Design bus_cycle_ctrl, sky130hd; sources not shown.
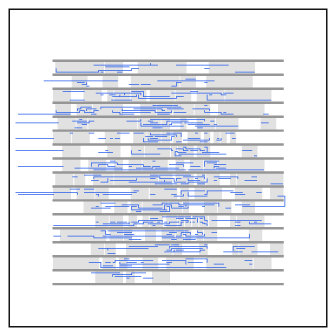
Figure 1: run 1, met1 routing.
Supply wires on this layer in gray.
133 nets have wire on it. The layer carries 1090 µm of wire. The wires run mostly horizontal.
routed via count: 874
M1 GR Usage: 0.183
final wirelength: 2500 µm

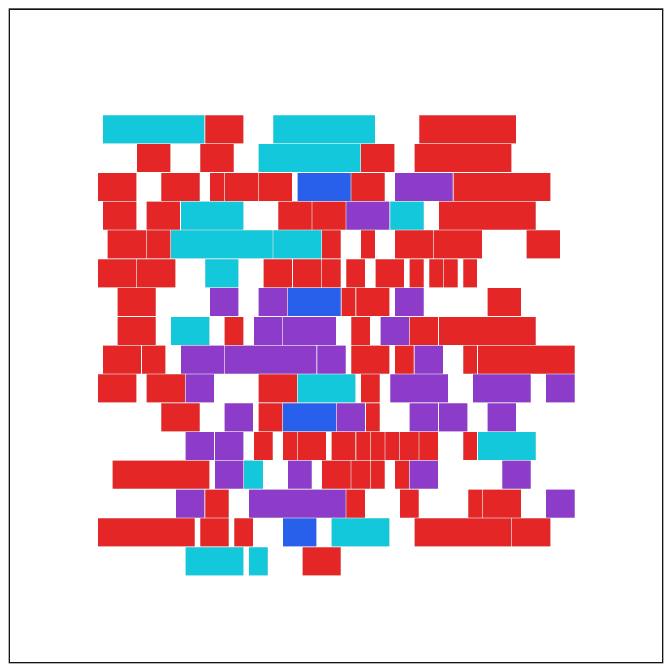
Figure 2: run 1, sizing map.
Red is drive 1 or less, cells 84. Purple is drive 3 to 4, cells 30. Blue is drive 6 and up, cells 4. Cyan is drive 2, cells 15.
Final Worst Setup Slack: -0.0656 ns
Repair and plain buffers: 41
fin area: 0.00136 mm²

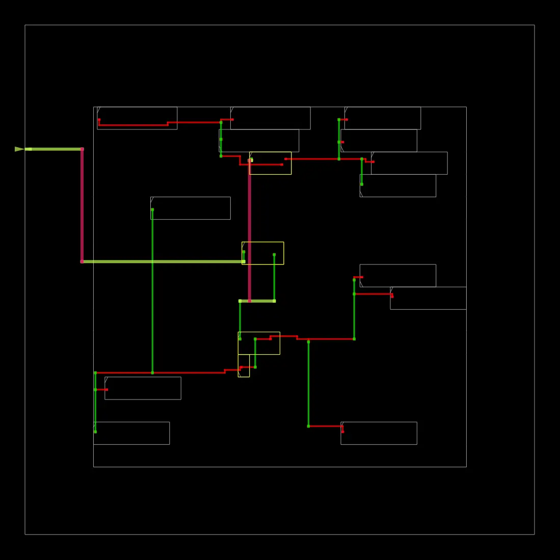
Figure 3: run 1, the clock network.
clk sinks: 13
CTS Buf Count: 3
clock skew: 0.0108 ns

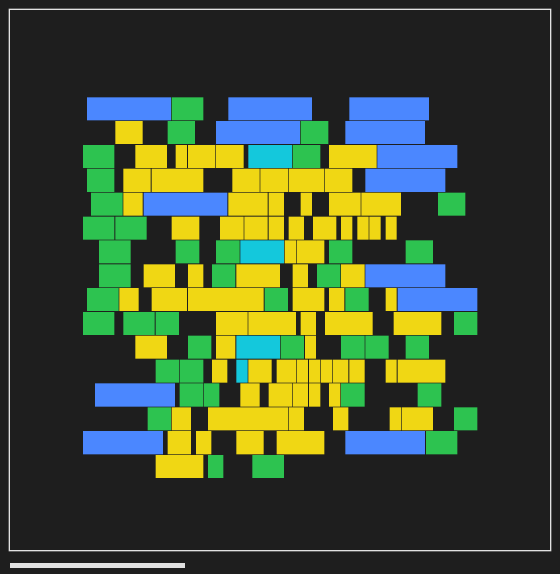
Figure 4: run 1, cells colored by class.
Bar = 20 µm.
Blue is flip-flops, cells 13, share of their area 25%. Yellow is all other logic, cells 75, share of their area 46%. Green is other buffers and delay cells, cells 41, share of their area 26%. Cyan is clock drivers and dummy loads, cells 4, share of their area 3.4%.
placeable core area: 0.00196 mm²
Seq area share: 0.243
Post-Route Utilization: 0.693
Rows: 16

==> Changelog: implementation, run 1 <==
## Implementation

* CTS Buffer Depth at 2
* Status: complete, but fails checks
* Worst-path clk slew at 0.06 ns
* YS chip area at 852 µm²
* Post-synth cell types at 38
* Via density at 5.46
* Worst-skew pair later-pin latency at 0.25 ns
* Ant diodes at 0
* Die Area at 0.00379 mm²
* Fin crit period at 1.52 ns
* Basic Gates by Area at 0.195
* FP Util at 0.434
* CP Data Arrival Time at 1.70 ns
* Post-synth mux share at 0.0631
* Syn_area_per_cell at 9.36 µm²
* Area Overhead vs Synth at 59.5%
* Critical-path top delay cell: or3b_4
* Hold WC Path Type: primary input to async pin
* Final Worst Setup Slack at -0.0656 ns
* Hpwl dp at 2010 µm
* Setup-failing EPs final at 4
* Mapped Nets at 121
* Final hold vios at 0
* Top cell area share at 0.382
* Yosys warnings at 0
* Fill cells at 171
* Cell taking the most area after synthesis: dfrtp_1
* Largest register FFs at 4
* Failing checks: setup timing
* Post-DRT Antenna Nets at 0
* Ys async rst share at 1.00
run 1: cell type report:
type,instances,area (µm²),share of cell area
clock buffers,3,41.3,0.0304
inverters,7,33.8,0.0249
well taps,27,33.8,0.0249
clock inverters,1,3.75,0.00276
repair buffers,41,340,0.250
flip-flops and latches,13,330,0.243
multi-input cells,68,576,0.424
run 1: per-stage QoR:
stage | hold slack [ns] | util | power (mW) | cells
2_1_floorplan | -0.00559 | - | 1.32 | 91
3_3_place_gp | 0.502 | 0.650 | 1.85 | 155
3_5_place_dp | 0.535 | 0.650 | 1.88 | 155
4_1_cts | 0.350 | 0.679 | 2.24 | 159
5_1_grt | 0.376 | 0.693 | 2.43 | 160
6_report | 0.342 | 0.693 | 2.29 | 160
run 1: Yosys cell counts, types with 2 or more instances:
library cell,n
a22o_1,3
ha_1,4
nor3_1,3
nand2b_1,3
o21a_1,2
nor2_1,6
dfrtp_1,13
o211ai_1,2
inv_1,7
o21ai_0,5
mux2i_1,2
a21oi_1,5
a32o_1,2
mux2_1,3
o21ai_1,3
nand2_1,5
nor4b_1,2
run 1: per-layer routing:
metal,GRT usage,wire [µm]
met1,0.183,1090
met2,0.253,1160
met3,0.0438,188
met4,0.0682,63
met5,0,0
run 1: critical path, delay by kind of cell (launching register included):
kind / cells / cell delay (ns)
compound gates: 1 / 0.06
flops: 1 / 0.41
mux: 1 / 0.14
simple gates: 2 / 0.84
run 1: logic make-up after synthesis:
family,after synthesis
fa+ha+maj,4
flops,13
xor+xnor,2
buf+inv,10
simple gates,29
compound gates,28
mux,5
run 1: where the power goes:
group | internal, mW | switching, mW | leakage (nW)
registers | 0.476 | 0.100 | 0.168
clock network | 0.187 | 0.140 | 0.0269
logic | 0.723 | 0.663 | 0.431
total | 1.39 | 0.904 | 0.626
run 1: repair_timing:
item,4_1_cts,5_1_grt
gates resized,20,4
setup buffers,0,1
endpoints found under the setup margin,19,10
endpoints found under the hold margin,0,0
pin swaps,3,1
cloned,0,0
Figure 5. Routed clock nets over the placement (run 1).
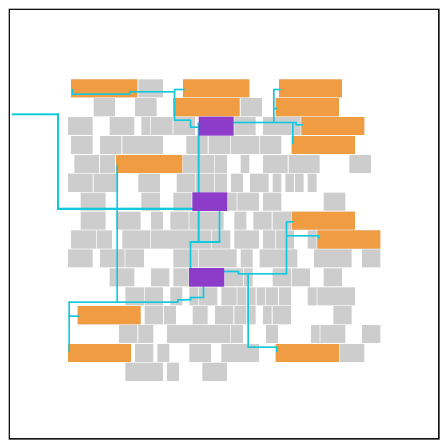

==> run 2: changes to the inputs <==
--- a/config.mk
+++ b/config.mk
@@ -11,6 +11,7 @@
 export CTS_BUF_LIST = sky130_fd_sc_hd__clkbuf_8
 export DETAILED_ROUTE_END_ITERATION = 8
 export PLACE_DENSITY_LB_ADDON = 0.12
+export SETUP_SLACK_MARGIN = 0.05
 export SYNTH_ARGS = -nofsm -noshare
 export SYNTH_HDL_FRONTEND = slang
 export SYNTH_SLANG_ARGS = --single-unit
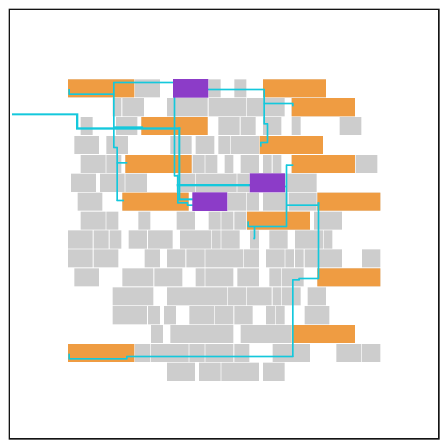
Figure 6: run 2, routed clock nets over the placement.
Purple is cells driving clock nets, count 3. Cyan is clock wires, length 223 µm. Orange is flip-flops, count 13.
There are 4 routed clock nets.
worst-skew pair later-pin latency: 0.25 ns
clk pwr: 329 µW
clock skew: 0.00511 ns
Clock power frac: 0.139

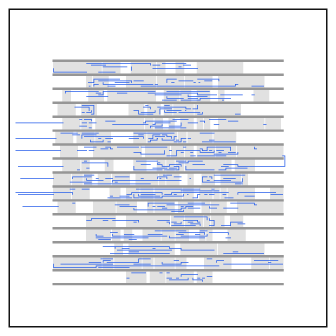
Figure 7: run 2, met1 routing.
Supply wires on this layer in gray.
The longest straight run is 23.9 µm. The wires run mostly horizontal.
final wirelength: 2580 µm
routed via count: 899

==> run 2 against run 1 <==
Compared with the run above:
- the run still ends with setup timing left
- synthesized cell count stayed put
- clock power barely moved
- critical path depth did not move
- critical path type unchanged
- critical endpoint unchanged
==> Changelog: implementation, run 2 <==
## Implementation

* Combinational Area at 608 µm² (+5.7%)
* Setup-failing EPs final at 4 (unchanged)
* Hold WC Path Type: primary input to async pin
* Placeable core area at 0.00196 mm² (unchanged)
* Ant diodes at 0 (unchanged)
* Fill cells at 152 (-11%)
* Worst-path clk slew at 0.06 ns (about the same)
* Post-synth top cells: 13 x dfrtp_1, 7 x inv_1, 6 x nor2_1
* Status: complete, but fails checks
* Reg2Reg Depth at 4
* CP Data Arrival Time at 1.74 ns (+0.04 ns)
* Fin area at 0.00138 mm² (+1.7%)
* Post-synth cell types at 38 (unchanged)
* Hpwl dp at 1890 µm (-6.0%)
* Via density at 5.76 (+5.5%)
* FP Util at 0.434 (unchanged)
* Sequential cell area at 332 µm² (+0.38%)
* Placed insts at 151 (-2.6%)
* Non-Filler Instances at 156 (-2.5%)
* Most common cell in the netlist: dfrtp_1
* Final hold vios at 0 (unchanged)
* Largest register FFs at 4 (unchanged)
* Failing checks: setup timing
* Critical-path top delay cell: dfrtp_2
* Cell area leaders: dfrtp_1 38%, ha_1 5.9%, mux2_1 4.0%, inv_1 3.1%, a22o_1 3.1%
* Yosys warnings at 0 (unchanged)
* Cell taking the most area after synthesis: dfrtp_1
* CTS Buffer Depth at 2 (unchanged)
* CTS Buf Count at 3 (unchanged)
* Clk sinks at 13 (unchanged)
* Syn_area_per_cell at 9.36 µm² (unchanged)
* Ys async rst share at 1.00 (unchanged)
* Die Area at 0.00379 mm² (unchanged)
* Vias in the first global route at 933
* Final Worst Setup Slack at -0.105 ns (-0.0397 ns)
* Post-DRT Antenna Nets at 0 (unchanged)
* Area Overhead vs Synth at 62.1%
* Rows at 16 (unchanged)
* Mapped Nets at 121 (unchanged)
* First-pass GRT wire length at 4170 µm
* Fin crit period at 1.56 ns (+0.0397 ns)
* Hold WS at 0.347 ns (+0.00429 ns)
* Power, Total at 2.36 mW (+3.3%)
==> run 2: power by group <==
group	leakage [nW]	switching (mW)	internal, mW	total (mW)
logic	0.416	0.706	0.737	1.44
registers	0.167	0.113	0.479	0.592
clock network	0.0269	0.142	0.187	0.329
total	0.610	0.962	1.40	2.37
==> run 2: cell families after synthesis <==
family          Yosys count  synth area share
simple gates             29             0.195
compound gates           28             0.226
flops                    13             0.382
buf+inv                  10            0.0543
mux                       5            0.0631
fa+ha+maj                 4            0.0587
xor+xnor                  2            0.0206
==> run 2: what timing repair did <==
action	4_1_cts	5_1_grt
pin swaps	4	3
gates resized	26	18
setup buffers	0	1
setup endpoints to repair	19	16
==> run 2: critical path, delay by kind of cell (launching register included) <==
kind	cells	cell delay, ns
and+or+nand+nor	2	0.80
DFF	1	0.46
muxes	1	0.16
AOI/OAI and AO/OA	1	0.09
==> run 2: final cells by class <==
type / instances / share of cell area
Clock buffer: 3 / 0.0299
Inverter: 7 / 0.0245
Clock inverter: 1 / 0.00272
Multi-Input combinational cell: 68 / 0.440
Tap cell: 27 / 0.0245
Timing Repair Buffer: 37 / 0.238
Sequential cell: 13 / 0.240
==> run 2: stage by stage <==
step | utilization | worst slack (ns)
floorplan | - | -0.00370
global placement | 0.643 | -0.616
detailed placement | 0.643 | -0.649
CTS | 0.686 | -0.0923
global route | 0.704 | -0.162
finish | 0.704 | -0.105
==> run 2: routing by layer <==
| metal | share of wire | track usage | up-vias |
|---|---|---|---|
| li1 | - | - | 417 |
| met1 | 0.41 | 0.168 | 441 |
| met2 | 0.52 | 0.253 | 35 |
| met3 | 0.060 | 0.0397 | 6 |
| met4 | 0.015 | 0.0552 | 0 |
| met5 | 0 | 0 | - |
No activity file was given, so power comes from the tool's default toggle rates.
